**src/rtl/ifetch_unit_pkg.sv**
```systemverilog
// Shared types and constants for the instruction-fetch stage.
// Holds the fetch FSM encoding, reset PC default and instruction field positions.
package ifetch_unit_pkg;

    typedef enum logic [1:0] {
        ST_RST  = 2'd0,
        ST_WARM = 2'd1,
        ST_RUN  = 2'd2
    } fetch_state_t;

    localparam logic [31:0] RESET_PC_DEF = 32'h0000_0000;
    localparam int          IMEM_AW_DEF  = 14;

    localparam int OPC_HI = 31;
    localparam int OPC_LO = 26;
    localparam int TGT_HI = 25;
    localparam int TGT_LO = 0;
    localparam int TGT_W  = TGT_HI - TGT_LO + 1;

endpackage

```
**src/rtl/ifetch_unit_if.sv**
```systemverilog
// Instruction-memory bus between the fetch stage and a synchronous-read ROM.
// master: drives imem_addr (word address), receives imem_rdata one cycle later.
interface ifetch_unit_if #(
    parameter int AW = 14
) ();

    logic [AW-1:0] imem_addr;
    logic [31:0]   imem_rdata;

    modport master (
        output imem_addr,
        input  imem_rdata
    );

    modport slave (
        input  imem_addr,
        output imem_rdata
    );

endinterface

```
**src/rtl/ifetch_unit_next_pc_sel.sv**
```systemverilog
// Combinational next-PC priority mux: jr > j/jal > taken branch > pc+4.
// Ports: pc, jump target field, ALU branch target, rs value, controls -> next_pc, pc_plus4, misaligned.
module ifetch_unit_next_pc_sel
    import ifetch_unit_pkg::*;
(
    input  logic [31:0]      pc,
    input  logic [TGT_W-1:0] target,
    input  logic [31:0]      addr_result,
    input  logic [31:0]      read_data_1,
    input  logic             branch,
    input  logic             nbranch,
    input  logic             jmp,
    input  logic             jal,
    input  logic             jr,
    input  logic             zero,
    output logic [31:0]      next_pc,
    output logic [31:0]      pc_plus4,
    output logic             misaligned
);

    logic take_br;

    assign pc_plus4   = pc + 32'd4;
    assign take_br    = (branch & zero) | (nbranch & ~zero);
    assign misaligned = jr & (|read_data_1[1:0]);

    always_comb begin
        next_pc = pc_plus4;
        if (jr) begin
            next_pc = {read_data_1[31:2], 2'b00};
        end else if (jmp | jal) begin
            // Jump region comes from the delay-slot-free pc+4, MIPS style.
            next_pc = {pc_plus4[31:28], target, 2'b00};
        end else if (take_br) begin
            next_pc = addr_result;
        end
    end

endmodule

```
**src/rtl/ifetch_unit.sv**
```systemverilog
// Instruction fetch: PC register, ROM address mux, link register and jr fault flag.
// Ports: clock/reset/stall, imem bus, Instruction/instr_valid/pc/branch_base_addr, controls, link_addr, addr_fault.
module ifetch_unit
    import ifetch_unit_pkg::*;
#(
    parameter logic [31:0] RESET_PC = RESET_PC_DEF,
    parameter int          IMEM_AW  = IMEM_AW_DEF
) (
    input  logic         clock,
    input  logic         reset,
    input  logic         stall,
    ifetch_unit_if.master imem,
    output logic [31:0]  Instruction,
    output logic         instr_valid,
    output logic [31:0]  pc,
    output logic [31:0]  branch_base_addr,
    input  logic [31:0]  Addr_result,
    input  logic [31:0]  Read_data_1,
    input  logic         Branch,
    input  logic         nBranch,
    input  logic         Jmp,
    input  logic         Jal,
    input  logic         Jr,
    input  logic         Zero,
    output logic [31:0]  link_addr,
    output logic         addr_fault
);

    fetch_state_t state;
    fetch_state_t state_nx;

    logic [31:0] next_pc;
    logic [31:0] pc_plus4;
    logic        misaligned;
    logic        advance;

    ifetch_unit_next_pc_sel u_next_pc_sel (
        .pc          (pc),
        .target      (Instruction[TGT_HI:TGT_LO]),
        .addr_result (Addr_result),
        .read_data_1 (Read_data_1),
        .branch      (Branch),
        .nbranch     (nBranch),
        .jmp         (Jmp),
        .jal         (Jal),
        .jr          (Jr),
        .zero        (Zero),
        .next_pc     (next_pc),
        .pc_plus4    (pc_plus4),
        .misaligned  (misaligned)
    );

    always_ff @(posedge clock) begin
        if (!reset) begin
            state <= ST_RST;
        end else begin
            state <= state_nx;
        end
    end

    always_comb begin
        state_nx = state;
        unique case (state)
            ST_RST:  state_nx = ST_WARM;
            ST_WARM: state_nx = ST_RUN;
            ST_RUN:  state_nx = ST_RUN;
            default: state_nx = ST_RST;
        endcase
    end

    assign advance = (state == ST_RUN) & ~stall;

    always_ff @(posedge clock) begin
        if (!reset) begin
            pc         <= RESET_PC;
            link_addr  <= 32'h0;
            addr_fault <= 1'b0;
        end else if (advance) begin
            pc <= next_pc;
            if (Jal) begin
                link_addr <= pc_plus4;
            end
            if (misaligned) begin
                addr_fault <= 1'b1;
            end
        end
    end

    // Presenting next_pc to the ROM makes its data line up with pc after the edge;
    // re-reading pc while idle keeps Instruction stable.
    assign imem.imem_addr = advance ? next_pc[IMEM_AW+1:2]
                                    : pc[IMEM_AW+1:2];

    assign Instruction      = imem.imem_rdata;
    assign instr_valid      = (state == ST_RUN);
    assign branch_base_addr = pc_plus4;

endmodule

```
**src/flat_wrapper.sv**
```systemverilog
// flat-port wrapper written by rule: the top's interface ports become plain ports
module ifetch_unit_flat import ifetch_unit_pkg::*;
#(
    parameter logic [31:0] RESET_PC = RESET_PC_DEF,
    parameter int          IMEM_AW  = IMEM_AW_DEF
)
  (clock, reset, stall, Instruction, instr_valid, pc, branch_base_addr, Addr_result, Read_data_1, Branch, nBranch, Jmp, Jal, Jr, Zero, link_addr, addr_fault, imem_imem_addr, imem_imem_rdata);
  ifetch_unit_if #(.AW((14))) imem_i ();
  input  logic clock;
  input  logic reset;
  input  logic stall;
  output logic [31:0] Instruction;
  output logic instr_valid;
  output logic [31:0] pc;
  output logic [31:0] branch_base_addr;
  input  logic [31:0] Addr_result;
  input  logic [31:0] Read_data_1;
  input  logic Branch;
  input  logic nBranch;
  input  logic Jmp;
  input  logic Jal;
  input  logic Jr;
  input  logic Zero;
  output logic [31:0] link_addr;
  output logic addr_fault;
  output wire logic [$bits(imem_i.imem_addr)-1:0] imem_imem_addr;
  input wire logic [$bits(imem_i.imem_rdata)-1:0] imem_imem_rdata;
  assign imem_imem_addr = imem_i.imem_addr;
  assign imem_i.imem_rdata = imem_imem_rdata;
  ifetch_unit #(.RESET_PC(RESET_PC), .IMEM_AW(IMEM_AW)) u_core (.clock(clock), .reset(reset), .stall(stall), .imem(imem_i), .Instruction(Instruction), .instr_valid(instr_valid), .pc(pc), .branch_base_addr(branch_base_addr), .Addr_result(Addr_result), .Read_data_1(Read_data_1), .Branch(Branch), .nBranch(nBranch), .Jmp(Jmp), .Jal(Jal), .Jr(Jr), .Zero(Zero), .link_addr(link_addr), .addr_fault(addr_fault));
endmodule
```
**config.mk**
```make
export PLATFORM = sky130hd
export DESIGN_NAME = ifetch_unit_flat
export DESIGN_NICKNAME = d
export VERILOG_FILES = /design/src/rtl/ifetch_unit_pkg.sv /design/src/rtl/ifetch_unit_if.sv /design/src/rtl/ifetch_unit_next_pc_sel.sv /design/src/rtl/ifetch_unit.sv /design/src/flat_wrapper.sv
export SDC_FILE = /design/constraint.sdc
export NUM_CORES = 1
export LEC_CHECK = 0
export CAP_MARGIN = 40
export CORE_MARGIN = 1
export CORE_UTILIZATION = 43
export CTS_BUF_LIST = sky130_fd_sc_hd__clkbuf_2 sky130_fd_sc_hd__clkbuf_4 sky130_fd_sc_hd__clkbuf_8
export CTS_CLUSTER_SIZE = 14
export DETAILED_ROUTE_END_ITERATION = 7
export PLACE_DENSITY = 0.95
export REMOVE_ABC_BUFFERS = 1
export SYNTH_ARGS = -nofsm -noshare
export SYNTH_HDL_FRONTEND = slang
export SYNTH_SLANG_ARGS = --single-unit
```
**constraint.sdc**
```tcl
create_clock -name clock -period 3.6 [get_ports clock]
set_clock_uncertainty 0.2 [all_clocks]
set_input_delay 0.36 -clock clock [delete_from_list [all_inputs] [get_ports clock]]
set_output_delay 0.36 -clock clock [all_outputs]
set_load 0.05 [all_outputs]
```
### Placement view, run 1

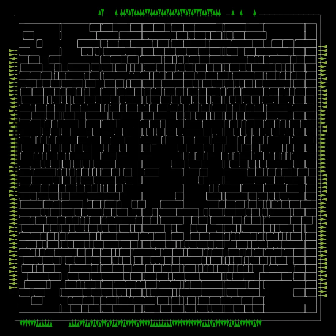
Non-Filler Instances: 917
sequential cell area share: 18.9%
registers: 67

### Wiring heat map, run 1

Scale: 4 px per micron. The die is cut into 21 by 21 equal tiles; dark blue is low, red is high, scaled to the fullest tile. Values are wire area over tile area, all layers added.
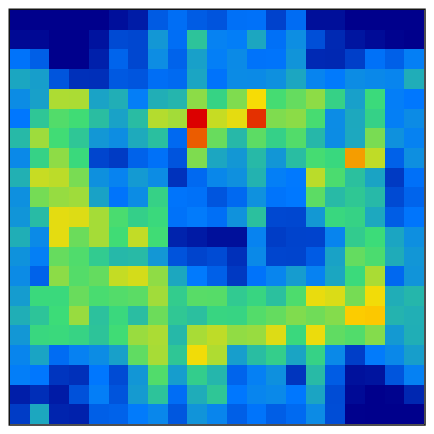
mean over tiles = 0.30
nearly empty tiles = 5.2%
tiles over half the peak = 22%
fullest tile = 0.87

==> flow_metrics.py, run 1 <==
# Generated from Yosys and OpenROAD reports
metrics = {
    "placement": {
        "dp.cells": 902,
        "dp_slack_ns": 0.481,
        "hpwl_mm": 13.8,
    },
    "global_routing": {
        "track_usage_pct": 33.8,
        "antenna_found_initial": 0,
        "grt_pass1_vias": 5669,
        "grt_util_met3_pct": 7.93,
        "grt_max_degree": 35,
        "grtUsageMet1_pct": 39.2,
    },
    "job": {
        "cap_violations": 0,
    },
    "synthesis": {
        "synthFlopType": "dfxtp_1",
        "synthArstFlopShare_pct": 0,
        "netlist_top_cells_area": "dfxtp_1, buf_4, nor2_1, o21ai_0, nand2_1",
        "netlist_area_sq_mm": 0.00443,
        "most_common_cell": "dfxtp_1",
        "top_cells_by_count": "dfxtp_1, nor2_1, nand2_1",
        "synth_flops": 67,
        "xor_area_share_pct": 4.35,
        "fa_ha_area_share_pct": 0.847,
        "yosys_area_sq_mm": 0.00443,
        "compound_area_share_pct": 24.3,
        "simple_gate_share_pct": 28.6,
        "synth_warnings": 0,
        "ys_seq_share_pct": 30.3,
        "syn_area_per_cell_sq_um": 7.56,
    },
    "worst_setup_path": {
        "start_kind": "register",
        "cp.required_ns": 3.04,
        "r2r_end": "u_core.pc[14]$_SDFFE_PN0P_",
        "end_kind": "primary output",
        "crit_chain": "ha_1, nand3_1, or4_1, o311ai_0, a22o_1, buf_12",
        "worstPathArrival_ns": 2.85,
    },
    "power": {
        "leakagePower_uw": 0.00274,
        "p_per_area_mw_per_mm2": 386,
        "ir_worst_vdd_v": 0.000247,
        "power_uw": 2740,
    },
    "layout": {
        "seq_area_sq_mm": 0.00134,
        "fillers": 716,
        "buffers_excl_clock": 258,
        "reg_top3": "u_core.link_addr (32), u_core.pc (32), u_core.state (2)",
        "final_area_sq_mm": 0.00711,
        "n_antenna_cell": 0,
        "fin_nets": 888,
        "layout-drive-gt1-share_pct": 12.2,
        "syn_to_final_growth_pct": 60.4,
        "clkbuf_count": 14,
    },
    "clock_tree": {
        "cts_root_buffer": "clkbuf_8",
        "cts_tree": "built",
        "cts_made_buffers": 9,
        "clk_pin_slew_ns": 0.07,
        "cts.sinks": 67,
        "worstSkewPairLatency_ns": 0.34,
    },
    "min_path": {
        "hold-path-endpoint": "u_core.link_addr[3]$_SDFFE_PN0P_",
        "hold_class": "reg -> reg",
    },
    "final_timing": {
        "maxSlewViolCount": 0,
        "hold_ws_ns": 0.275,
        "fmax_mhz": 293,
        "setup_viol": 0,
        "post-route-period-util_pct": 94.8,
        "maxSlewHeadroom_pct": 55.6,
    },
    "floorplanning": {
        "coreArea_sq_mm": 0.00986,
        "die_area_sq_mm": 0.0107,
        "fp.dieW_microns": 104,
        "initCoreUtil_pct": 44.9,
    },
    "route": {
        "wl_met2_mm": 9.21,
        "viasPerCell": 6.06,
        "highest_layer": "met4",
        "met1_length_mm": 6.95,
        "wl_per_cell_microns": 20.6,
    },
    "run_status": {
        "status": "finished clean",
    },
}
### Where the registers sit, run 1

Scale: 6 px per micron. Other sequential cells in the stronger gray, the rest of the logic in the fainter gray.
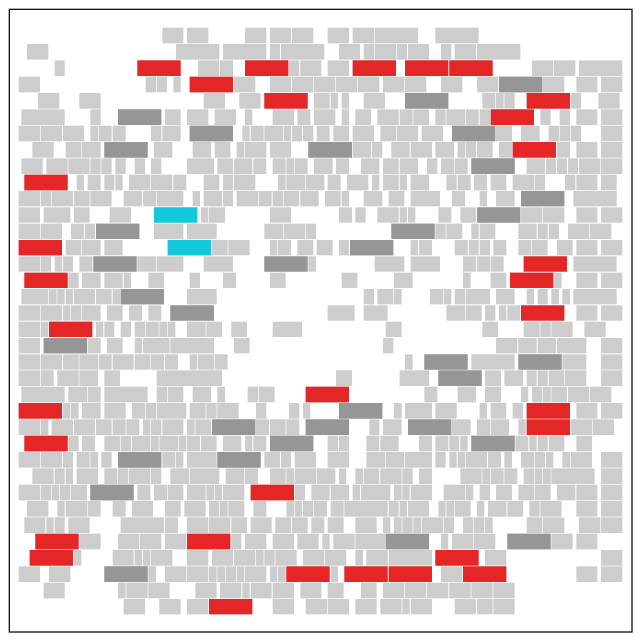
red -> `u_core.link_addr`  # sequential cells 32, where all over the die
cyan -> `u_core.state`  # sequential cells 2

## run 1: placed cells by master, fill, tap and decap left out, drive strengths merged, types with 15 or more instances in the layout
| cell type | synthesis | routed |
|---|---|---|
| nor2 | 62 | 62 |
| o21ai | 36 | 36 |
| nor3 | 25 | 25 |
| dfxtp | 67 | 67 |
| buf | 40 | 54 |
| nand2 | 39 | 39 |
| clkdlybuf4s50 | 0 | 202 |
| and2 | 17 | 17 |
| a21oi | 19 | 19 |
| inv | 16 | 16 |
| nand3 | 27 | 27 |
| xnor2 | 15 | 15 |
## run 1: worst max-delay path by stage
stage                          startpoint              endpoint  slack (ns)  cells after the start
2_1_floorplan  u_core.state[0]$_SDFF_PN0_    imem_imem_addr[11]       -1.07                      5
3_3_place_gp    u_core.pc[4]$_SDFFE_PN0P_  branch_base_addr[15]        0.56                      4
3_5_place_dp    u_core.pc[5]$_SDFFE_PN0P_  branch_base_addr[15]        0.48                      4
4_1_cts         u_core.pc[5]$_SDFFE_PN0P_  branch_base_addr[15]        0.09                      4
5_1_grt         u_core.pc[4]$_SDFFE_PN0P_  branch_base_addr[15]        0.08                      4
6_report        u_core.pc[2]$_SDFFE_PN0P_    imem_imem_addr[12]        0.19                      6
## run 1: power by group
part,internal [uW],switching (uW)
sequential,791,63.9
combinational,456,731
clock,401,299
total,1650,1090
## run 1: logic make-up (layout without fill, tap and decap cells)
family,after synthesis,count (layout)
muxes,4,4
DFF,67,67
adders and majority gates,3,3
xor gates and xnor gates,22,22
and+or+nand+nor,243,243
buffers and inverters,92,290
AOI/OAI and AO/OA,155,155
## run 1: worst max-delay path: cells and delay by family, from the launching register on
kind / cells / cell delay, ns
fa+ha+maj: 1 / 0.29
simple gates: 2 / 0.91
buf+inv: 1 / 0.16
compound gates: 2 / 0.68
flops: 1 / 0.47
### Nets reached from selected ports, run 1

Scale: 4 px per micron.
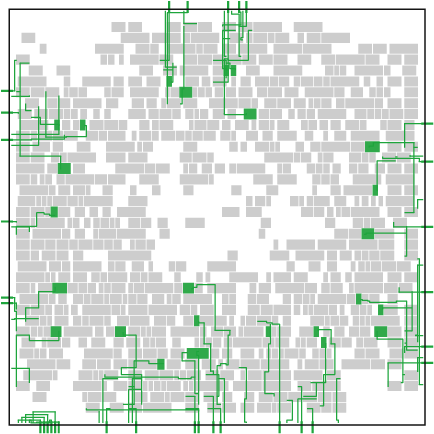

## Run 2: what changed since run 1
--- a/config.mk
+++ b/config.mk
@@ -7,11 +7,11 @@
 export LEC_CHECK = 0
 export CAP_MARGIN = 40
 export CORE_MARGIN = 1
-export CORE_UTILIZATION = 43
+export CORE_UTILIZATION = 30
 export CTS_BUF_LIST = sky130_fd_sc_hd__clkbuf_2 sky130_fd_sc_hd__clkbuf_4 sky130_fd_sc_hd__clkbuf_8
 export CTS_CLUSTER_SIZE = 14
 export DETAILED_ROUTE_END_ITERATION = 7
-export PLACE_DENSITY = 0.95
+export PLACE_DENSITY = 0.71
 export REMOVE_ABC_BUFFERS = 1
 export SYNTH_ARGS = -nofsm -noshare
 export SYNTH_HDL_FRONTEND = slang
### Nets reached from selected ports, run 2

Scale: 4 px per micron.
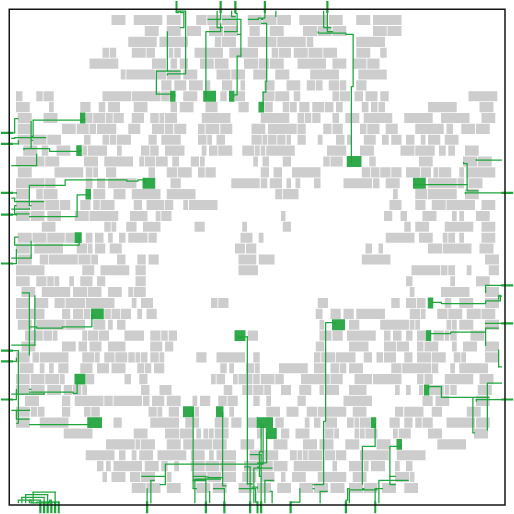
green -> `imem_imem_rdata`  # bits 32, direction input, edge 15 bottom, 8 left, 5 top, 4 right, end cells 26, buffers 52, wire 1110 microns

==> flow_metrics.py, run 2 <==
# Generated from Yosys and OpenROAD reports
metrics = {
    "layout": {
        "syn_to_final_growth_pct": 61.2,
        "reg_top3": "u_core.link_addr (32), u_core.pc (32), u_core.state (2)",
        "layout-drive-gt1-share_pct": 12.4,
        "mostFrequentLayoutCells": "clkdlybuf4s50_1, dfxtp_1, nor2_1",
        "fin_nets": 887,
        "n_antenna_cell": 0,
        "final_area_sq_mm": 0.00715,
        "lay_top_count": "clkdlybuf4s50_1",
    },
    "final_timing": {
        "setup_viol": 0,
        "hold_ws_ns": 0.262,
        "maxSlewHeadroom_pct": 58.3,
        "post-route-period-util_pct": 93.4,
        "fmax_mhz": 297,
        "maxSlewViolCount": 0,
    },
    "power": {
        "power_frac_comb_pct": 43.7,
        "comb-power_uw": 1170,
        "seq_power_share_pct": 31.8,
        "clkPwrFrac_pct": 24.5,
        "leakagePower_uw": 0.00273,
        "p_per_area_mw_per_mm2": 375,
        "power_uw": 2680,
        "p_clk_uw": 656,
        "p_sw_uw": 1100,
        "power-top-group": "combinational logic",
        "ir_worst_vdd_v": 0.000247,
        "p_seq_uw": 853,
    },
    "clock_tree": {
        "cts.sinks": 67,
        "clk_pin_slew_ns": 0.07,
        "cts_root_buffer": "clkbuf_8",
        "cts_made_buffers": 9,
        "cts_tree": "built",
        "worstSkewPairLatency_ns": 0.37,
    },
    "placement": {
        "placed_area_sq_mm": 0.00694,
        "dp.cells": 952,
        "dp_slack_ns": 0.507,
    },
    "floorplanning": {
        "die_area_sq_mm": 0.0153,
        "initCoreUtil_pct": 30.6,
        "fp.dieW_microns": 124,
        "coreArea_sq_mm": 0.0145,
    },
    "route": {
        "wl_per_cell_microns": 19.2,
        "highest_layer": "met4",
        "met1_length_mm": 8.11,
        "wl_met2_mm": 8.78,
        "viasPerCell": 5.40,
    },
    "global_routing": {
        "track_usage_pct": 24.4,
        "antenna_found_initial": 0,
        "grt_pass1_wl_mm": 27.5,
        "grt_pass1_vias": 4893,
        "grt_max_degree": 49,
    },
    "worst_setup_path": {
        "worstPathArrival_ns": 2.80,
        "path_buffers": 1,
        "r2r_end": "u_core.pc[14]$_SDFFE_PN0P_",
        "end_kind": "primary output",
        "crit_chain": "ha_1, nand3_1, or4_1, o311ai_0, a22o_1, buf_12",
        "crit_family": "simple AND/OR/NAND/NOR gates",
        "start_kind": "register",
        "cp.required_ns": 3.04,
    },
    "job": {
        "cap_violations": 0,
    },
    "min_path": {
        "hold_class": "reg -> reg",
        "hold-path-endpoint": "u_core.link_addr[1]$_SDFFE_PN0P_",
    },
    "synthesis": {
        "top_cells_by_count": "dfxtp_1, nor2_1, nand2_1",
        "synthArstFlopShare_pct": 0,
        "netlist_area_sq_mm": 0.00443,
        "yosys_area_sq_mm": 0.00443,
        "most_common_cell": "dfxtp_1",
        "syn_area_per_cell_sq_um": 7.56,
        "netlist_top_cells_area": "dfxtp_1, buf_4, nor2_1, o21ai_0, nand2_1",
        "synth_flops": 67,
        "synth_warnings": 0,
    },
    "run_status": {
        "status": "finished clean",
    },
}
==> run 2: cell count changes in the layout (fill, tap and decap cells not counted) <==
cell             before  now
clkbuf_4              1    2
clkdlybuf4s50_1     202  201
clkinv_2              0    1
bufinv_16             1    0
==> run 2: kinds of logic after synthesis <==
| logic type | after synthesis | synth area share (%) |
|---|---|---|
| adder cells (fa/ha/maj) | 3 | 0.847 |
| AND-OR/OR-AND | 155 | 24.3 |
| XOR/XNOR | 22 | 4.35 |
| multiplexers | 4 | 0.931 |
| AND/OR/NAND/NOR | 243 | 28.6 |
| buffers and inverters | 92 | 10.7 |
| flip-flops | 67 | 30.3 |
==> run 2: area by class of cell <==
class	instances	area [sq um]
Clock buffer	15	194
Clock inverter	1	5.00
Fill cell	1430	7330
Inverter	17	63.8
Multi-Input combinational cell	427	2640
Sequential cell	67	1340
Tap cell	184	230
Timing Repair Buffer	257	2680
==> run 2: how the worst max path moves through the flow <==
stage | startpoint | end | cells after the start
floorplan | u_core.state[0]$_SDFF_PN0_ | imem_imem_addr[11] | 5
global placement | u_core.pc[2]$_SDFFE_PN0P_ | branch_base_addr[16] | 5
detailed placement | u_core.pc[2]$_SDFFE_PN0P_ | branch_base_addr[16] | 5
CTS | u_core.pc[2]$_SDFFE_PN0P_ | branch_base_addr[16] | 5
global route | u_core.pc[2]$_SDFFE_PN0P_ | imem_imem_addr[12] | 6
finish | u_core.pc[2]$_SDFFE_PN0P_ | imem_imem_addr[12] | 6
==> run 2: layer usage <==
layer / up-vias / GRT usage, %
met5: - / 0
met4: 0 / 6.17
met3: 19 / 6.69
met2: 235 / 40.5
met1: 2486 / 31.0
li1: 2492 / -
==> run 2: timing repair <==
action | 4_1_cts | 5_1_grt
resized | 0 | 3
endpoints found under the setup margin | 0 | 3
buffers inserted | 0 | 0
### Wiring heat map, run 2

Scale: 3 px per micron. The die is cut into 25 by 25 equal tiles; dark blue is low, red is high, scaled to the fullest tile. Values are wire area over tile area, all layers added.
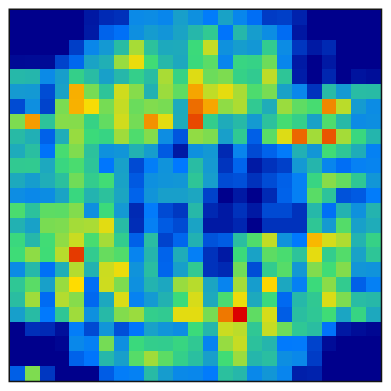

## Run 3: what changed since run 2
--- a/config.mk
+++ b/config.mk
@@ -15,4 +15,5 @@
 export REMOVE_ABC_BUFFERS = 1
 export SYNTH_ARGS = -nofsm -noshare
 export SYNTH_HDL_FRONTEND = slang
+export SYNTH_HIERARCHICAL = 1
 export SYNTH_SLANG_ARGS = --single-unit
### Wiring heat map, run 3

Scale: 3 px per micron. The die is cut into 25 by 25 equal tiles; dark blue is low, red is high, scaled to the fullest tile. Values are wire area over tile area, all layers added.
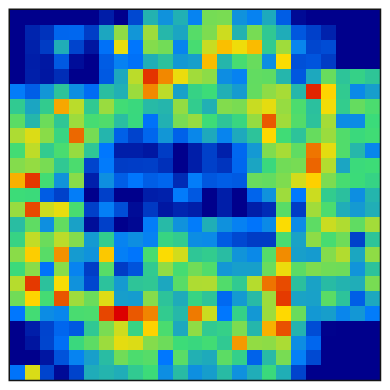
mean over tiles = 0.18
tiles over half the peak = 35%
emptiest ninth of the die = middle
fullest tile = 0.46
nearly empty tiles = 9.8%

==> flow_metrics.py, run 3 <==
# Generated from Yosys and OpenROAD reports
metrics = {
    "synthesis": {
        "synth_warnings": 6,
        "syn_area_per_cell_sq_um": 7.65,
        "ys_types": 57,
        "synthCells": 577,
        "netlist_top_cells_area": "dfxtp_1, nand2_1, nand3_1, buf_4, mux2_4",
        "synthFlopType": "dfxtp_1",
        "most_common_cell": "nand2_1",
        "yosysTopAreaCell": "dfxtp_1",
        "synth_flops": 67,
        "edf_count": 0,
        "ys_cells": 577,
        "ys_seq_share_pct": 30.4,
        "top_cells_by_count": "nand2_1, nand3_1, dfxtp_1",
        "synthArstFlopShare_pct": 0,
        "yosys_area_sq_mm": 0.00441,
        "netlist_area_sq_mm": 0.00441,
        "netlist.area_leader.share_pct": 30.4,
    },
    "global_routing": {
        "grt_max_degree": 57,
        "antenna_found_initial": 0,
        "track_usage_pct": 21.9,
        "grt_pass1_vias": 4635,
        "grt_util_met3_pct": 4.24,
        "grtUsageMet1_pct": 28.2,
        "use_met2_pct": 36.3,
        "grt_pass1_wl_mm": 25.3,
        "grt-busiest-layer": "met2",
        "gr-total-overflow": 0,
    },
    "layout": {
        "lay_top_count": "clkdlybuf4s50_1",
        "mostFrequentLayoutCells": "clkdlybuf4s50_1, nand2_1, nand3_1",
        "layout-drive-gt1-share_pct": 12.4,
        "reg_top3": "u_core/link_addr (32), u_core/pc (32), u_core/state (2)",
        "fin_nets": 873,
        "fillers": 1402,
        "utilization_pct": 49.2,
        "n_antenna_cell": 0,
        "syn_to_final_growth_pct": 57.2,
        "final-instance-count-excl-fill": 946,
        "final_area_sq_mm": 0.00694,
        "comb_area_sq_mm": 0.00258,
        "seq_area_sq_mm": 0.00134,
    },
    "worst_setup_path": {
        "regToRegSetupSlack_ns": 0.77,
        "end_kind": "primary output",
        "reg2reg_depth": 8,
        "r2r_end": "u_core/pc[23]$_SDFFE_PN0P_",
        "r2r_start": "u_core/pc[4]$_SDFFE_PN0P_",
        "crit_path_start": "u_core/pc[12]$_SDFFE_PN0P_",
        "worstPathArrival_ns": 2.87,
        "path_class": "reg -> out",
        "crit_fanout": 7,
        "start_kind": "register",
        "cp.required_ns": 3.04,
        "cp-endpoint": "branch_base_addr[18]",
    },
    "clock_tree": {
        "htree_levels": 3,
        "cts_made_buffers": 9,
        "cts.sinks": 67,
        "cts_root_buffer": "clkbuf_8",
        "cts_setup_buffers": 0,
        "worstSkewPairLatency_ns": 0.36,
        "clk_pin_slew_ns": 0.07,
        "clockBufferDepth": 2,
        "cts_tree": "built",
    },
    "floorplanning": {
        "fp.dieW_microns": 123,
        "die_area_sq_mm": 0.0152,
        "die_h_microns": 123,
        "io-pin-count": 249,
        "row_count": 43,
        "coreArea_sq_mm": 0.0141,
        "initCoreUtil_pct": 31.3,
    },
    "final_timing": {
        "fmax_mhz": 291,
        "maxSlewHeadroom_pct": 47.8,
        "fin_crit_ns": 3.43,
        "report.final.hold_viol_count": 0,
        "setup_viol": 0,
        "fin_tns_setup_ns": 0,
        "worstMarginPinSlew_ns": 0.783,
        "rsz0062_at_grt": "no",
        "post-route-period-util_pct": 95.3,
        "maxSlewViolCount": 0,
    },
    "placement": {
        "placed_area_sq_mm": 0.00679,
        "gp_congestion": 0.821,
        "dp.cells": 934,
        "io_buffers": 236,
        "hpwl_mm": 12.3,
    },
    "route": {
        "highest_layer": "met4",
        "wl_per_cell_microns": 17.7,
        "wl_met3_mm": 1.24,
        "remaining_drc_errors": 0,
        "dr.pass1.iters": 5,
        "drtIter0Drc": 237,
        "wl_met2_mm": 7.78,
        "met1_length_mm": 7.47,
        "viasPerCell": 5.12,
        "dr_total_vias": 4841,
        "ant_nets": 0,
        "wl_mm": 16.7,
    },
    "power": {
        "clkPwrFrac_pct": 24.9,
        "p_sw_share_pct": 37.2,
        "p_sw_uw": 804,
        "seq_power_share_pct": 37.0,
        "p_per_area_mw_per_mm2": 312,
        "ir_worst_vdd_v": 0.000151,
        "power_frac_comb_pct": 38.1,
        "cellInternalPower_uw": 1360,
        "leakagePower_uw": 0.00272,
    },
    "job": {
        "warning_count": 26,
        "cap_violations": 0,
    },
    "min_path": {
        "hold-path-endpoint": "u_core/link_addr[1]$_SDFFE_PN0P_",
        "hold_class": "reg -> reg",
        "worst_hold_startpoint": "u_core/link_addr[1]$_SDFFE_PN0P_",
        "hold_depth": 2,
    },
    "run_status": {
        "status": "finished clean",
    },
}
==> run 3: metrics by stage <==
| step | setup slack, ns | hold WS (ns) | power, uW |
|---|---|---|---|
| final | 0.169 | 0.248 | 2160 |
| after global routing | 0.0266 | 0.265 | 2260 |
| after CTS | 0.124 | 0.249 | 2190 |
| after detailed placement | 0.433 | 0.240 | 1640 |
| after global placement | 0.506 | 0.235 | 1630 |
| after floorplan | 0.0639 | 0.282 | 1190 |
==> run 3: power groups by stage <==
stage / sequential [uW] / clock, uW / combinational (uW)
global placement: 815 / 0 / 818
detailed placement: 816 / 0 / 825
CTS: 799 / 563 / 828
finish: 800 / 538 / 825
global route: 804 / 586 / 867
floorplan: 876 / 0 / 318
==> run 3: layout make-up <==
| class | instances | area share, % |
|---|---|---|
| multi-input cells | 425 | 37.2 |
| flip-flops and latches | 67 | 19.3 |
| inverters | 10 | 0.541 |
| repair buffers | 252 | 37.6 |
| well taps | 180 | 3.25 |
| clock buffers | 11 | 2.00 |
| clock inverters | 1 | 0.0722 |
==> run 3: kinds of logic (layout without fill, tap and decap cells) <==
group | Yosys count | in the layout | share of synthesized area (%)
flops | 67 | 67 | 30.4
mux | 18 | 18 | 5.36
xor+xnor | 23 | 23 | 4.57
simple gates | 280 | 280 | 31.7
fa+ha+maj | 3 | 3 | 0.851
buf+inv | 85 | 274 | 11.1
compound gates | 101 | 101 | 15.9
==> run 3: what timing repair did <==
action | in CTS | in global routing
endpoints found under the setup margin | 0 | 1
hold buffers | 0 | 0
gates resized | 0 | 1
endpoints found under the hold margin | 0 | 0
==> run 3: critical path, cell delays in order (launching register included) <==
cell and delay (ns):
dfxtp_1 0.51, nand4_4 0.23, or4_4 0.65, xnor2_1 0.27, clkdlybuf4s50_1 0.86
Power and IR drop assume default switching activity.
